## config.mk

```make
export PLATFORM = sky130hd
export DESIGN_NAME = seg_scan_ctrl_flat
export DESIGN_NICKNAME = d
export VERILOG_FILES = /design/src/rtl/seg_scan_if.sv /design/src/rtl/seg_scan_ctrl.sv /design/src/flat_wrapper.sv
export SDC_FILE = /design/constraint.sdc
export NUM_CORES = 1
export LEC_CHECK = 0
export CORE_MARGIN = 2
export CORE_UTILIZATION = 30
export DETAILED_ROUTE_END_ITERATION = 7
export PLACE_DENSITY_LB_ADDON = 0.12
export SLEW_MARGIN = 10
export SYNTH_ARGS = -nofsm -noshare
export SYNTH_HDL_FRONTEND = slang
export SYNTH_SLANG_ARGS = --single-unit
```

## constraint.sdc

```tcl
create_clock -name clk -period 4.5 [get_ports clk]
set_input_delay 0.45 -clock clk [delete_from_list [all_inputs] [get_ports clk]]
set_output_delay 0.45 -clock clk [all_outputs]
set_load 0.005 [all_outputs]
```

## src/rtl/seg_scan_if.sv

```systemverilog
// Display-side bundle of seg_scan_ctrl: the load handshake, the word to show,
// and the multiplexed cathode/anode pins.
interface seg_scan_if;
    logic        enable;
    logic [31:0] value_in;
    logic [7:0]  dp_in;
    logic        load;
    logic        load_ack;
    logic        frame_done;
    logic [6:0]  seg;
    logic        dp_n;
    logic [7:0]  an_n;

    modport master (
        output enable, value_in, dp_in, load,
        input  load_ack, frame_done, seg, dp_n, an_n
    );

    modport slave (
        input  enable, value_in, dp_in, load,
        output load_ack, frame_done, seg, dp_n, an_n
    );
endinterface

```

## src/rtl/seg_scan_ctrl.sv

```systemverilog
// Eight-digit 7-segment scan controller: prescaler, digit scheduler, guard
// blanking, leading-zero suppression and frame-aligned value loading.
module seg_scan_ctrl #(
    parameter int DIV      = 25000,
    parameter int BLANK_LZ = 1
) (
    input  logic      clk,
    input  logic      rst,
    seg_scan_if.slave bus
);
    localparam int            CW       = (DIV > 2) ? $clog2(DIV) : 1;
    localparam logic [CW-1:0] CNT_LAST = CW'(DIV - 1);

    logic [CW-1:0] cnt;
    logic [2:0]    idx;
    logic [31:0]   act_val;
    logic [7:0]    act_dp;
    logic [31:0]   pend_val;
    logic [7:0]    pend_dp;
    logic          pend;

    logic          boundary;
    logic          take;
    logic [7:0]    blank;
    logic [3:0]    nib;
    logic          lit;

    function automatic logic [6:0] hex7(input logic [3:0] n);
        logic [6:0] s;
        // NOTE: default assigned before the case so no path leaves s unassigned.
        s = 7'h7F;
        case (n)
            4'h0: s = 7'h40;
            4'h1: s = 7'h79;
            4'h2: s = 7'h24;
            4'h3: s = 7'h30;
            4'h4: s = 7'h19;
            4'h5: s = 7'h12;
            4'h6: s = 7'h02;
            4'h7: s = 7'h78;
            4'h8: s = 7'h00;
            4'h9: s = 7'h10;
            4'hA: s = 7'h08;
            4'hB: s = 7'h03;
            4'hC: s = 7'h46;
            4'hD: s = 7'h21;
            4'hE: s = 7'h06;
            4'hF: s = 7'h0E;
            default: s = 7'h7F;
        endcase
        return s;
    endfunction

    // A digit goes dark only when it and everything left of it is zero and
    // its own decimal point is off; the rightmost digit always shows.
    assign blank[0] = 1'b0;
    for (genvar k = 1; k < 8; k++) begin : g_lz
        assign blank[k] = (BLANK_LZ != 0)
                       && ((act_val >> (4 * k)) == 32'd0)
                       && !act_dp[k];
    end

    assign nib      = act_val[{idx, 2'b00} +: 4];
    assign lit      = bus.enable && (cnt != '0) && !blank[idx];
    assign boundary = bus.enable && (idx == 3'd7) && (cnt == CNT_LAST);
    // While dark there is no frame to protect, so transfers happen at once.
    assign take     = boundary || !bus.enable;

    always_ff @(posedge clk) begin
        if (rst) begin
            cnt            <= '0;
            idx            <= '0;
            act_val        <= '0;
            act_dp         <= '0;
            pend_val       <= '0;
            pend_dp        <= '0;
            pend           <= 1'b0;
            bus.seg        <= 7'h7F;
            bus.dp_n       <= 1'b1;
            bus.an_n       <= 8'hFF;
            bus.load_ack   <= 1'b0;
            bus.frame_done <= 1'b0;
        end else begin
            // NOTE: non-blocking throughout so every register sees pre-edge state.
            if (bus.enable) begin
                if (cnt == CNT_LAST) begin
                    cnt <= '0;
                    idx <= idx + 3'd1;
                end else begin
                    cnt <= cnt + CW'(1);
                end
            end

            // A load on a transfer edge supersedes anything still pending.
            if (take && bus.load) begin
                act_val <= bus.value_in;
                act_dp  <= bus.dp_in;
                pend    <= 1'b0;
            end else if (take && pend) begin
                act_val <= pend_val;
                act_dp  <= pend_dp;
                pend    <= 1'b0;
            end else if (bus.load) begin
                pend_val <= bus.value_in;
                pend_dp  <= bus.dp_in;
                pend     <= 1'b1;
            end

            bus.load_ack   <= take && (bus.load || pend);
            bus.frame_done <= boundary;

            // First cycle of each slot stays dark to hide anode switching ghosts.
            if (lit) begin
                bus.an_n <= ~(8'b1 << idx);
                bus.seg  <= hex7(nib);
                bus.dp_n <= ~act_dp[idx];
            end else begin
                bus.an_n <= 8'hFF;
                bus.seg  <= 7'h7F;
                bus.dp_n <= 1'b1;
            end
        end
    end
endmodule

```

## src/flat_wrapper.sv

```systemverilog
// flat-port wrapper written by rule: the top's interface ports become plain ports
module seg_scan_ctrl_flat 
#(
    parameter int DIV      = 25000,
    parameter int BLANK_LZ = 1
)
  (clk, rst, bus_enable, bus_value_in, bus_dp_in, bus_load, bus_load_ack, bus_frame_done, bus_seg, bus_dp_n, bus_an_n);
  seg_scan_if bus_i ();
  input  logic clk;
  input  logic rst;
  input wire logic [$bits(bus_i.enable)-1:0] bus_enable;
  input wire logic [$bits(bus_i.value_in)-1:0] bus_value_in;
  input wire logic [$bits(bus_i.dp_in)-1:0] bus_dp_in;
  input wire logic [$bits(bus_i.load)-1:0] bus_load;
  output wire logic [$bits(bus_i.load_ack)-1:0] bus_load_ack;
  output wire logic [$bits(bus_i.frame_done)-1:0] bus_frame_done;
  output wire logic [$bits(bus_i.seg)-1:0] bus_seg;
  output wire logic [$bits(bus_i.dp_n)-1:0] bus_dp_n;
  output wire logic [$bits(bus_i.an_n)-1:0] bus_an_n;
  assign bus_i.enable = bus_enable;
  assign bus_i.value_in = bus_value_in;
  assign bus_i.dp_in = bus_dp_in;
  assign bus_i.load = bus_load;
  assign bus_load_ack = bus_i.load_ack;
  assign bus_frame_done = bus_i.frame_done;
  assign bus_seg = bus_i.seg;
  assign bus_dp_n = bus_i.dp_n;
  assign bus_an_n = bus_i.an_n;
  seg_scan_ctrl #(.DIV(DIV), .BLANK_LZ(BLANK_LZ)) u_core (.clk(clk), .rst(rst), .bus(bus_i));
endmodule
```

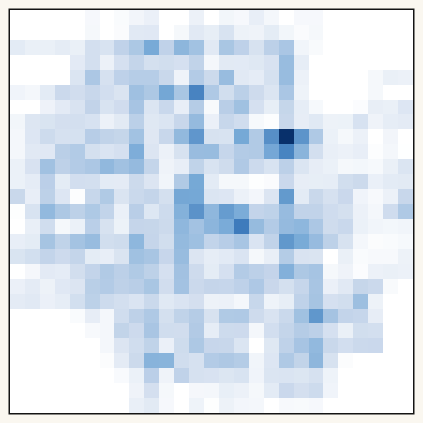
*Wiring heat map, run 1*
Scale: 3 px per µm. The die is cut into 27 by 27 equal tiles; white is low, dark blue is high, scaled to the fullest tile. Values are wire area over tile area, all layers added.
densest ninth of the die: middle
mean over tiles: 0.11
emptiest ninth of the die: bottom left

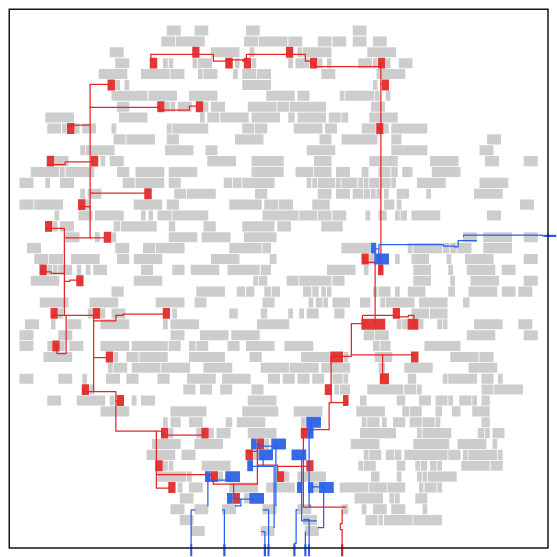
*I/O nets highlighted, run 1*
Scale: 4 px per µm.
| color | port | bits | direction | edge | end cells | wire |
|---|---|---|---|---|---|---|
| blue | bus_dp_in | 8 | input | 7 bottom, 1 right | 16 | 233 µm |
| red | rst | 1 | input | bottom | 50 | 609 µm |

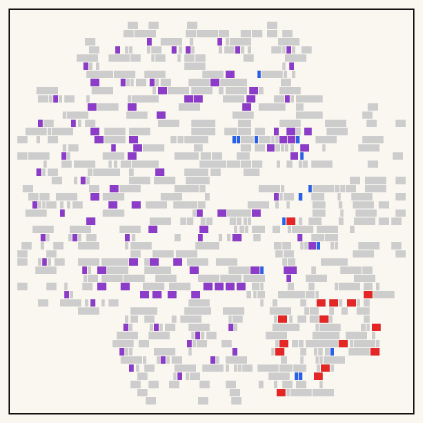
*Gate families picked out, run 1*
Scale: 3 px per µm.
| color | family | cells |
|---|---|---|
| blue | inverters | 14 |
| red | XOR/XNOR gates | 15 |
| purple | inverting AOI/OAI gates | 98 |

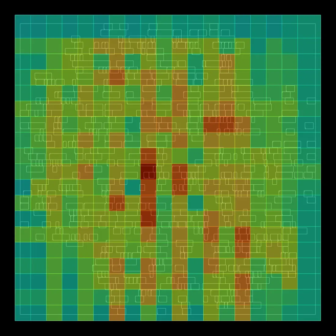
*Routing congestion, run 1*
grt met1 use: 18.93%
final cell utilization of the core: 38.49%
per-cell routed wire length: 15.00 µm
GR Layer Usage met3: 4.384%
most utilized layer in the global route result: met2

==> run summary, run 1 <==
Summary of the current implementation state.

- The cell count after synthesis is 533, for reference.
- The capture instance of the worst register-to-register path is u_core.bus.seg[3], for reference.
- The overall power is 0.002521 W, for reference.
- The clock period could shrink to 2.645 ns.
- The detailed-route DRC error count is 0, for reference.
- The register bit total from synthesis is 117, for reference.
- The clock tree synthesis step divided the H-tree into 4 levels.
- Measured in cells, the most critical reg-to-reg path has a length of 7.
- The power density over the cells is 394.9 nW/µm², for reference.
- The most critical setup path has its endpoint at u_core.bus.seg[3].
- The static leakage is 2.443 nW, for reference.
- For this design, the slowest cell found on the critical path is dfxtp_1.
- The final design area excluding fillers is 6382 µm², for reference.
- The count of maximum capacitance violations is 0, for reference.
- The chip occupies 18,050 µm².
- The average vias per placed instance is 4.836, for reference.
- The clock latency on the worst-skew pair is 0.41 ns, for reference.
- The clock network burns 47.7% of the power.
- The clock net sink count is 117, for reference.
- The clock distribution power is 0.00120 W, for reference.
- The largest stage delay on the critical path is 0.78 ns, for reference.
- In this run the standard cell core region covers 16,580 µm².
- Per report_power, the Sequential row totals 0.00110 W.
- The initial utilization of the core area, before any placement, comes to 30.73%.
- The highest clock rate this design can be run at is 378.0 MHz.
- The post-cts hold-fix buffer tally is 0, for reference.
- The worst setup path is captured at a flop.
- According to the floorplan report, the die width is 134.3 µm.
- The flow ran to the end, and the final reports show no timing, DRC or antenna violations.
- The tightest min-delay check is of the reg2reg type.
- The data required time at the worst endpoint is 4.78 ns, for reference.
- The via count of the first global-routing pass came to 3,833.
- For the pin with the worst max-slew slack, the measured transition is 1.031 ns.
- The combinational power reported by the tool is 0.000215 W.
- The OpenROAD warning count is 36, for reference.
- The initial antenna violation count is 0, for reference.
- The sequential-to-total area share from yosys stat is 45.96%, for reference.
- The instance count on the critical path is 7, for reference.
- The number of antenna diodes is 0, for reference.
- During synthesis, Yosys emitted a total of 0 warnings.
- The top fanout value on the critical path is 18, for reference.
- The critical path class is reg2reg, for reference.
- Yosys stat counts 533 cells in the synthesized netlist.
- The maximum number of pins on one net before global-route repair is 51, for reference.
- The distinct cell type count of the synthesized netlist is 41, for reference.
- The global-route usage over all layers is 14.31%, for reference.
- The clock-pin slew of the registers on the worst-case setup and hold paths is 0.05 ns, for reference.
- Summed over all layers, the routed wires come to 12,250 µm.
- Across all checked pins, the minimum headroom to the slew limit is 31.29%.
- Setup repair after global routing left no endpoint under its margin.
- The signal on the critical path passes through mux4_2 > mux2i_1 > inv_1 > ha_1 > mux2_1 > nor2_1 > o21ai_1.
- The startpoint identified for the worst register-to-register timing path is u_core.idx[1].
- The share of async-settable or async-resettable flops after synthesis is 0%, for reference.
- The number of clock buffers inserted by TritonCTS is 17, for reference.
- The instance count along the most critical hold path is 2, for reference.
- The net switching power is 0.0005977 W, for reference.
- The area growth from synthesis to layout is 25.24%, for reference.
- The last timing report of the flow puts the setup violation total at 0.
- The worst setup path startpoint is u_core.idx[1], for reference.
- The maximum clock skew at final layout is 0.01566 ns, for reference.
- The post-DP HPWL is 8232 µm, for reference.
- Port buffering added 61 buffers.
- The setup slack of the critical path after layout is 1.855 ns, for reference.
- The reg2reg setup slack is 1.85 ns, for reference.
- Per the OpenROAD floorplan log, the height of the die is 134.3 µm.
- The startpoint of the lowest-slack hold path is u_core.pend_val[25], for reference.
- The fill cell instance count of the final layout is 1,670, for reference.
- The final number of hold-violating endpoints is 0, for reference.
-- run 1: cell type report --
type | count | area (µm²) | share of cell area (%)
clock buffers | 19 | 432.9 | 6.783
flip-flops and latches | 117 | 2342 | 36.70
well taps | 220 | 275.3 | 4.313
repair buffers | 68 | 653.1 | 10.23
inverters | 14 | 52.55 | 0.8234
clock inverters | 12 | 90.09 | 1.411
multi-input cells | 367 | 2536 | 39.74
-- run 1: cells in the final DEF (no fill, tap or decap), types with 2 or more instances in the layout --
master	netlist	layout
clkbuf_16	0	17
o21ai_1	2	2
inv_1	12	12
nor3_1	7	7
nor4_1	7	7
o2bb2ai_1	40	40
mux4_2	10	10
nor4_2	2	2
clkinv_2	0	9
nand3_1	10	10
nand4_1	7	7
and3_1	2	2
dfxtp_1	117	117
nor4b_1	2	2
clkbuf_1	17	2
xnor2_1	6	6
a22oi_1	2	2
buf_4	1	7
a21oi_1	42	41
nor2_1	30	30
ha_1	14	14
clkdlybuf4s50_1	0	59
o211ai_1	2	2
inv_2	2	2
buf_2	15	2
clkinvlp_4	0	2
nand2_1	103	103
a2bb2oi_1	3	3
mux2i_1	49	49
a211oi_1	2	2
and4_1	4	4
xor2_1	9	9
-- run 1: kinds of logic (layout without fill, tap and decap cells) --
family,after synthesis,in the layout,share of synthesized area (%)
xor+xnor,15,15,2.578
mux,61,61,14.56
flops,117,117,45.96
buf+inv,49,113,4.346
simple gates,178,178,15.52
fa+ha+maj,14,14,3.437
compound gates,99,99,13.60
-- run 1: per-stage QoR --
stage | hold slack (ns) | cells | utilization (%)
after floorplan | 0.4278 | 533 | -
after global placement | 0.4410 | 786 | 35.33
after detailed placement | 0.4458 | 786 | 35.33
after CTS | 0.4534 | 817 | 38.49
after global routing | 0.4658 | 817 | 38.49
final | 0.4510 | 817 | 38.49
-- run 1: sequential cells by signal, summed over array words and instances, names as in the netlist --
name,cells
u_core.cnt,15
u_core.pend_dp,8
u_core.pend_val,32
u_core.bus.an_n,8
u_core.bus.dp_n,1
u_core.pend,1
u_core.bus.seg,7
u_core.act_dp,8
u_core.bus.frame_done,1
u_core.bus.load_ack,1
u_core.act_val,32
u_core.idx,3
-- run 1: synthesized netlist by cell type (2+ instances only) --
master	n	area share (%)
dfxtp_1	117	46
nand2_1	103	7.6
mux2i_1	49	9.6
a21oi_1	42	4.1
o2bb2ai_1	40	6.9
nor2_1	30	2.2
clkbuf_1	17	1.3
buf_2	15	1.5
ha_1	14	3.4
inv_1	12	0.88
mux4_2	10	4.4
nand3_1	10	0.98
xor2_1	9	1.5
nand4_1	7	0.86
nor3_1	7	0.69
nor4_1	7	0.86
xnor2_1	6	1.0
and4_1	4	0.69
a2bb2oi_1	3	0.52
a211oi_1	2	0.29
a22oi_1	2	0.29
and3_1	2	0.25
buf_6	2	0.44
inv_2	2	0.15
nor4_2	2	0.49
nor4b_1	2	0.34
o211ai_1	2	0.29
o21ai_1	2	0.20
-- run 1: layer usage --
layer	vias up	share of wire [%]	wire (µm)	global-route usage, %
met5	-	0	0	0
met3	15	3.9	482	4.384
met1	1861	50	6113	18.93
li1	1990	-	-	-
met2	85	45	5509	22.19
met4	0	1.2	148	4.854
### Routed clock nets over the placement, run 1

Scale: 4 px per µm.
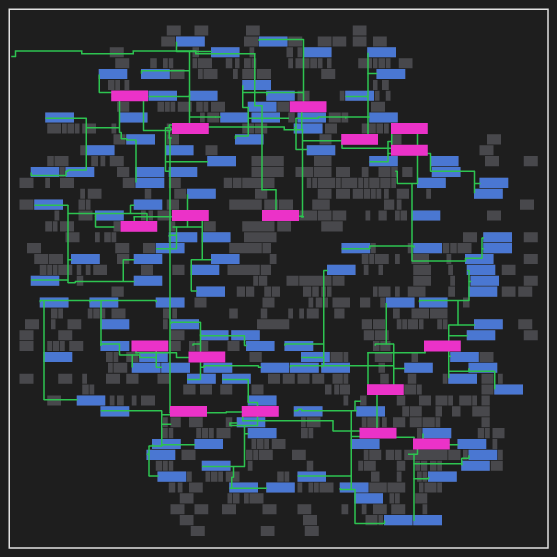

==> inputs of run 2 (changes only) <==
==> constraint.sdc (replaced) <==
create_clock -name clk -period 2.7 [get_ports clk]
set_input_delay 0.27 -clock clk [delete_from_list [all_inputs] [get_ports clk]]
set_output_delay 0.27 -clock clk [all_outputs]
set_load 0.005 [all_outputs]
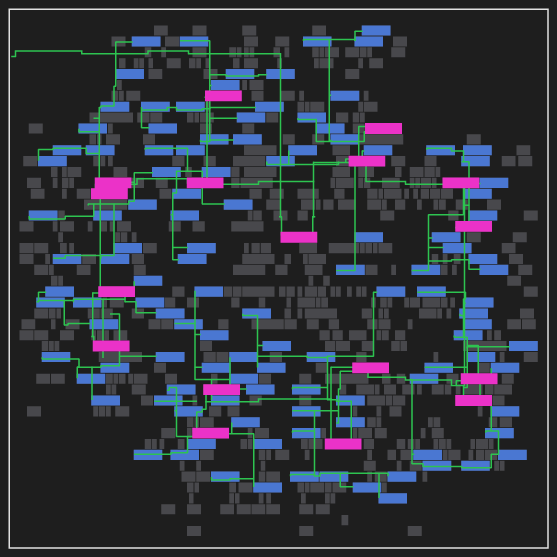
*Routed clock nets over the placement, run 2*
Scale: 4 px per µm.
[green] clock wires | length: 1,660 µm
[magenta] clock drivers | count: 17
[blue] flip-flops | count: 117
routed clock nets: 18
post-route clock skew: 0.01186 ns
clock insertion delay at the later pin of the skew report: 0.42 ns
power attributed to the clock group: 0.00256 W
share of total power in the clock network: 53.8%

==> run summary, run 2 <==
Summary of the current implementation state.

- The top fanout value on the critical path is 11 (-7), for reference.
- Yosys attributes the largest share of cell area to dfxtp_1 (46%), mux2i_1 (9.6%), nand2_1 (7.6%).
- The distinct cell type count of the synthesized netlist is 41 (unchanged).
- By count the netlist is led by dfxtp_1 (117), nand2_1 (103), mux2i_1 (49), a21oi_1 (42), o2bb2ai_1 (40).
- The most instantiated logic cell after routing is dfxtp_1, for reference.
- STA reports the tightest min-delay check as being of type in2reg.
- The actual transition at the worst max-transition pin came to 0.7632 ns (-0.2675 ns).
- The fraction of layout instances using a drive strength above 1 is 10.58%, for reference.
- The net switching power was 0.001040 W (+74%).
- The internal portion of the total power is 0.003722 W.
- The top cell type's share of synthesized area is 45.96% (unchanged), for reference.
- The final number of hold-violating endpoints is 0 (unchanged), for reference.
- The post-DP HPWL is 8775 µm (+6.6%).
- The area fraction in compound gates after synthesis is 13.60% (unchanged), for reference.
- Looking at the gate-level netlist, the highest instance count belongs to dfxtp_1.
- The via count of the first global-routing pass is 3,902 (+1.8%), for reference.
- The fraction of the mapped netlist area in adder cells is 3.437% (unchanged), for reference.
- The number of antenna diodes is 0 (unchanged), for reference.
- The height of the chip is 134.3 µm (unchanged).
- The clock net sink count is 117 (unchanged).
- Looking at the setup timing report, the critical path kind is reg2reg.
- The count of maximum capacitance violations is 0 (unchanged).
- The largest registers in the layout are u_core.act_val (32), u_core.pend_val (32), u_core.cnt (15).
- The area growth from synthesis to layout is 29.36%, for reference.
- The library cells used most frequently in the layout, excluding fill and tap cells, are dfxtp_1 (117), nand2_1 (103), clkdlybuf4s50_1 (59), mux2i_1 (49), a21oi_1 (41).
- Counting every net in the synthesized netlist gives 591.
- The fill cell instance count of the final layout is 1,656 (-0.84%).
- In the final timing run, aggregate negative setup slack is 0 ns.
- The final period demand of the worst path came to 2.345 ns (-0.3002 ns).
- The data required time at the worst endpoint is 2.94 ns (-1.84 ns), for reference.
- The cell count after synthesis is 533 (unchanged), for reference.
- The post-detailed-route wirelength per cell is 15.09 µm (+0.64%).
- The chip footprint came to 18,050 µm² (unchanged).
- The synthesized design spends more area on one cell type than any other, namely dfxtp_1.
- The number of endpoints failing setup at the final stage is 0 (unchanged).
- The number of clock buffers inserted by TritonCTS is 17 (unchanged), for reference.
- The clock-pin slew of the registers on the worst-case setup and hold paths was 0.06 ns (about the same).
- The simple-gate portion of the synthesized area is 15.52% (unchanged), for reference.
- The placeable core area is 16,580 µm² (unchanged), for reference.
- The static leakage is 2.540 nW (+4.0%), for reference.
- The setup slack of the critical path after layout is 0.3550 ns (-1.500 ns), for reference.
- The initial antenna violation count was 0 (unchanged).
- Setup repair after global routing left no endpoint under its margin.
- The share of async-settable or async-resettable flops after synthesis is 0% (unchanged).
- The worst relative slew slack is 48.65% (+17 points).
- The area fraction in mux cells is 14.56% (unchanged).
- The maximum number of pins on one net before global-route repair is 42 (-18%).
- The main logic family after synthesis is simple AND/OR/NAND/NOR gates, for reference.
- The power density over the cells is 722.4 nW/µm² (+83%), for reference.
- The sequential-to-total area share from yosys stat was 45.96% (unchanged).
- The detailed-route DRC error count came to 0 (unchanged).
- The post-synthesis cell count from yosys is 533 (unchanged), for reference.
- The overall power is 0.004762 W (+89%), for reference.
- The total number of yosys warnings is 0 (unchanged), for reference.
- The width of the die is 134.3 µm (unchanged), for reference.
- The worst setup path is captured at a flop.
- The OpenROAD warning count is 36 (unchanged).
- The flow ran to the end, and the final reports show no timing, DRC or antenna violations.
- Per the post-place timing report, worst setup slack is 0.1212 ns.
- The starting density of the core is 30.73% (unchanged), for reference.
- The highest attainable clock frequency is 426.4 MHz (+13%), for reference.
- The register bit total from synthesis is 117 (unchanged), for reference.
- The sum of routed wire length over all layers is 12,450 µm (+1.6%), for reference.
- The post-cts hold-fix buffer tally came to 0 (unchanged).
- The tally of buffers added on design ports is 61 (unchanged).
- The average vias per placed instance is 4.887 (+1.1%), for reference.
- The area fraction in xor and xnor cells is 2.578% (unchanged), for reference.
- The global-route usage over all layers is 14.62% (+0.31 points), for reference.
- The reg2reg setup slack came to 0.36 ns (-1.50 ns).
- The maximum level of the CTS H-tree was 4 (unchanged).
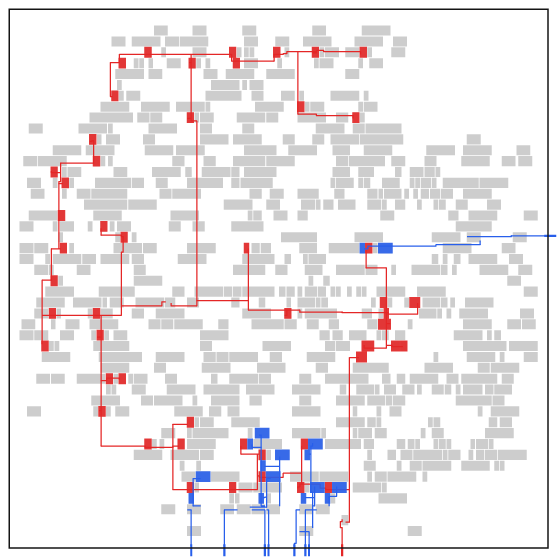
*I/O nets highlighted, run 2*
Scale: 4 px per µm.
| color | port | bits | direction | edge | end cells | wire |
|---|---|---|---|---|---|---|
| blue | bus_dp_in | 8 | input | 7 bottom, 1 right | 16 | 221 µm |
| red | rst | 1 | input | bottom | 50 | 635 µm |

run 2: cell counts after synthesis:
No cell type changed its count.
run 2: final timing paths:
check                                          from             endpoint  depth (start not counted)
worst max register to register        u_core.idx[0]    u_core.bus.seg[0]                          6
worst min-delay path                            rst    u_core.pend_dp[4]                          2
worst max-delay path                  u_core.idx[0]    u_core.bus.seg[0]                          6
worst min register to register  u_core.pend_val[28]  u_core.pend_val[28]                          2
run 2: worst max-delay path, stage by stage (launching register included):
cell      delay [ns]
dfxtp_1         0.56
buf_4           0.29
mux4_2          0.55
mux2_4          0.32
and2_1          0.19
a22oi_1         0.14
o311ai_1        0.13
run 2: metrics by stage:
step | hold WS (ns) | cell area, µm² | std cells | util (%)
floorplan | 0.4060 | 5096 | 533 | -
global placement | 0.4403 | 5912 | 793 | 35.65
detailed placement | 0.4456 | 5912 | 793 | 35.65
CTS | 0.3633 | 6584 | 825 | 39.70
global route | 0.3719 | 6593 | 825 | 39.75
finish | 0.3379 | 6593 | 825 | 39.75
run 2: final cells by class:
type | count | area [µm²] | share of cell area, %
multi-input cells | 367 | 2545 | 38.60
clock inverters | 13 | 229.0 | 3.473
clock buffers | 19 | 442.9 | 6.719
inverters | 14 | 52.55 | 0.7971
well taps | 220 | 275.3 | 4.175
flip-flops and latches | 117 | 2342 | 35.53
repair buffers | 75 | 705.7 | 10.70
run 2: per-layer routing:
metal / track usage, % / routed length [µm] / up-vias / part of all wire (%)
met1: 19.16 / 5997 / 1924 / 48
met2: 22.93 / 5756 / 83 / 46
li1: - / - / 2008 / -
met5: 0 / 0 / - / 0
met4: 5.789 / 201 / 0 / 1.6
met3: 3.893 / 496 / 17 / 4.0
run 2: kinds of logic after synthesis:
kind of cell / count (synthesis)
XOR/XNOR: 15
buffers and inverters: 49
adder cells (fa/ha/maj): 14
AND/OR/NAND/NOR: 178
flip-flops: 117
AND-OR/OR-AND: 99
multiplexers: 61
run 2: power by group through the flow:
stage | clock, W | sequential [W] | combinational (W)
after CTS | 0.00262 | 0.00184 | 0.000372
after detailed placement | 0 | 0.00187 | 0.000370
after global placement | 0 | 0.00187 | 0.000365
after global routing | 0.00271 | 0.00184 | 0.000407
final | 0.00256 | 0.00184 | 0.000364
after floorplan | 0 | 0.00186 | 0.000219
==> inputs of run 3 (changes only) <==
--- a/config.mk
+++ b/config.mk
@@ -7,6 +7,7 @@
 export LEC_CHECK = 0
 export CORE_MARGIN = 2
 export CORE_UTILIZATION = 30
+export CTS_CLUSTER_DIAMETER = 100
 export DETAILED_ROUTE_END_ITERATION = 7
 export PLACE_DENSITY_LB_ADDON = 0.12
 export SLEW_MARGIN = 10
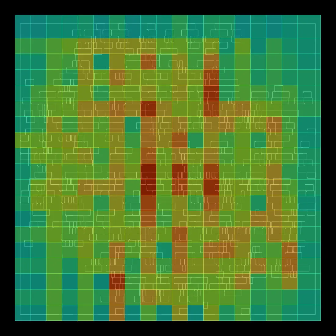
*Routing congestion, run 3*
final cell utilization of the core: 39.75%
per-cell routed wire length: 15.09 µm
fraction of met2 tracks used by global routing: 22.93%

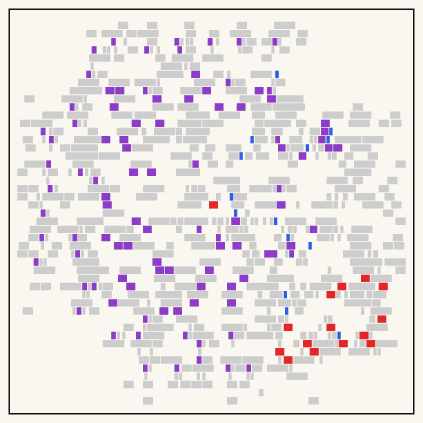
*Gate families picked out, run 3*
Scale: 3 px per µm.
| color | family | cells |
|---|---|---|
| red | XOR/XNOR gates | 15 |
| blue | inverters | 14 |
| purple | inverting AOI/OAI gates | 98 |
top logic cell by instance count in the layout: dfxtp_1
multi-input gate share of the layout cell area: 38.60%

==> run summary, run 3 <==
Summary of the current implementation state.

- The final weighted congestion in routability-driven placement is 0.8039, for reference.
- In this run the clock root is driven by a clkbuf_16.
- The maximum level of the CTS H-tree is 4 (unchanged), for reference.
- The count of maximum capacitance violations was 0 (unchanged).
- The via count of the first global-routing pass was 3,902 (unchanged).
- The post-synthesis cell count from yosys is 533 (unchanged), for reference.
- The total negative slack for setup checks was 0 ns (unchanged).
- The main area contributors are dfxtp_1 (46%), mux2i_1 (9.6%), nand2_1 (7.6%).
- The critical path's slowest stage uses the library cell dfxtp_1.
- The clock net sink count is 117 (unchanged), for reference.
- The synthesis run identifies the leading combinational cell family as simple AND/OR/NAND/NOR gates.
- The footprint of the multi-input gates is 2545 µm² (unchanged), for reference.
- The worst-case setup slack after placement is 0.1212 ns (unchanged), for reference.
- The tally of buffers added on design ports is 61 (unchanged).
- The final design area excluding fillers is 6593 µm² (unchanged).
- The width of the die is 134.3 µm (unchanged), for reference.
- The area fraction in mux cells is 14.56% (unchanged), for reference.
- The static leakage is 2.540 nW (unchanged), for reference.
- The critical path endpoint category is a flop, for reference.
- The initial antenna violation count is 0 (unchanged).
- The height of the chip came to 134.3 µm (unchanged).
- The post-DP HPWL was 8775 µm (unchanged).
- The fraction of the mapped netlist area in adder cells is 3.437% (unchanged), for reference.
- The final number of hold-violating endpoints was 0 (unchanged).
- The detailed-route DRC error count is 0 (unchanged).
- OpenSTA lists the critical path startpoint as u_core.idx[0].
- The synthesized net count came to 591 (unchanged).
- The sequential-to-total area share from yosys stat is 45.96% (unchanged), for reference.
- The register bit total from synthesis came to 117 (unchanged).
- The clock latency on the worst-skew pair is 0.42 ns (about the same), for reference.
- The total number of yosys warnings is 0 (unchanged), for reference.
- The cell sequence reported for the critical path is buf_4 > mux4_2 > mux2_4 > and2_1 > a22oi_1 > o311ai_1.
- The distinct cell type count of the synthesized netlist is 41 (unchanged), for reference.
- The power density over the cells is 722.4 nW/µm² (unchanged), for reference.
- In the final layout, the registers with the most flip-flops are u_core.act_val (32), u_core.pend_val (32), u_core.cnt (15).
- The starting density of the core is 30.73% (unchanged), for reference.
- The global-route usage over all layers came to 14.62% (unchanged).
- The highest attainable clock frequency was 426.4 MHz (unchanged).
- The worst relative slew slack is 48.65% (unchanged).
- The worst flop-to-flop path startpoint is u_core.idx[0], for reference.
- The top cell type's share of synthesized area is 45.96% (unchanged).
- The post-cts hold-fix buffer tally came to 0 (unchanged).
- The most area-hungry cell type in the Yosys netlist is dfxtp_1, for reference.
- The reg2reg setup slack came to 0.36 ns (about the same).
- The sequential cell area came to 2342 µm² (unchanged).
- The maximum number of pins on one net before global-route repair was 42 (unchanged).
- The first global-routing pass estimated 20,510 µm of wire.
- The largest stage delay on the critical path is 0.56 ns (about the same), for reference.
- The fill cell instance count of the final layout is 1,656 (unchanged), for reference.
- The placed instance area was 5912 µm² (unchanged).
- Per the cell usage report, the commonest logic cells after layout are dfxtp_1 (117), nand2_1 (103), clkdlybuf4s50_1 (59), mux2i_1 (49), a21oi_1 (41).
- The area fraction in xor and xnor cells is 2.578% (unchanged).
- In the synthesized netlist, the cells that appear most often are dfxtp_1 (117), nand2_1 (103), mux2i_1 (49), a21oi_1 (42), o2bb2ai_1 (40).
- The share of async-settable or async-resettable flops after synthesis came to 0% (unchanged).
- The critical path class is reg2reg, for reference.
- The placeable core area is 16,580 µm² (unchanged), for reference.
- The sum of routed wire length over all layers was 12,450 µm (unchanged).
- The area growth from synthesis to layout was 29.36% (unchanged).
- The final period demand of the worst path came to 2.345 ns (unchanged).
- For this run the top cell type by instance count after synthesis was dfxtp_1.
- The average vias per placed instance was 4.887 (unchanged).
- The global-route congestion overflow total is 0, for reference.
- The area fraction in compound gates after synthesis is 13.60% (unchanged), for reference.
- The prevailing post-synth register cell is dfxtp_1, for reference.
- The startpoint of the lowest-slack hold path is rst, for reference.
- The simple-gate portion of the synthesized area is 15.52% (unchanged), for reference.
- The setup slack of the critical path after layout was 0.3550 ns (unchanged).
- The OpenROAD warning count was 36 (unchanged).
- The min-delay analysis places its worst path in the category in2reg.
- The overall power was 0.004762 W (unchanged).
- The number of antenna diodes is 0 (unchanged), for reference.
- The maximum clock skew at final layout is 0.01186 ns (unchanged), for reference.
- The run finished with clean final reports.
- The data required time at the worst endpoint is 2.94 ns (about the same), for reference.
- The clock-pin slew of the registers on the worst-case setup and hold paths is 0.06 ns (about the same), for reference.
- The cell count after synthesis is 533 (unchanged).
- The fraction of layout instances using a drive strength above 1 came to 10.58% (unchanged).
- Setup repair after global routing left no endpoint under its margin.
- The number of clock buffers inserted by TritonCTS is 17 (unchanged), for reference.
- The actual transition at the worst max-transition pin is 0.7632 ns (unchanged), for reference.
- The top fanout value on the critical path is 11 (unchanged), for reference.
- The chip footprint is 18,050 µm² (unchanged), for reference.
- The number of endpoints failing setup at the final stage was 0 (unchanged).
==> run 3: cell counts in the layout (fill, tap and decap cells not counted) <==
No cell type changed its count.
==> run 3: cell families (layout without fill, tap and decap cells) <==
family,Yosys count,count (layout)
compound gates,99,99
xor+xnor,15,15
fa+ha+maj,14,14
buf+inv,49,121
flops,117,117
mux,61,61
simple gates,178,178
==> run 3: layer usage <==
metal	share of wire, %	vias to the layer above	GRT usage (%)	wire [µm]
li1	-	2008	-	-
met2	46	83	22.93	5756
met5	0	-	0	0
met4	1.6	0	5.789	201
met3	4.0	17	3.893	496
met1	48	1924	19.16	5997
==> run 3: worst max-delay path: cells and delay by family (launching register included) <==
kind	cells	cell delay (ns)
and+or+nand+nor	1	0.19
AOI/OAI and AO/OA	2	0.27
muxes	2	0.87
buffers and inverters	1	0.29
DFF	1	0.56
==> run 3: area by class of cell <==
type / count / share of cell area [%]
Clock buffer: 19 / 6.719
Clock inverter: 13 / 3.473
Inverter: 14 / 0.7971
Multi-Input combinational cell: 367 / 38.60
Sequential cell: 117 / 35.53
Tap cell: 220 / 4.175
Timing Repair Buffer: 75 / 10.70
==> run 3: per-stage QoR <==
stage          instances  utilization (%)  hold WS (ns)
6_report             825            39.75        0.3379
5_1_grt              825            39.75        0.3719
4_1_cts              825            39.70        0.3633
3_5_place_dp         793            35.65        0.4456
3_3_place_gp         793            35.65        0.4403
2_1_floorplan        533                -        0.4060
==> run 3: worst paths after layout <==
| path | depth (start not counted) | end |
|---|---|---|
| max | 6 | u_core.bus.seg[0] |
| min | 2 | u_core.pend_dp[4] |
| max reg2reg | 6 | u_core.bus.seg[0] |
| min reg2reg | 2 | u_core.pend_val[28] |
==> run 3: timing repair <==
action                                  CTS  global route
endpoints found under the setup margin    0            10
endpoints found under the hold margin     0             0
gates resized                             0             1
==> run 3: report_power, final <==
part	leakage, nW	switching, W	internal [W]
clock	0.327	0.000810	0.00175
combinational	1.26	0.000188	0.000177
sequential	0.953	0.0000423	0.00179
total	2.54	0.00104	0.00372
Power and IR drop assume default switching activity.
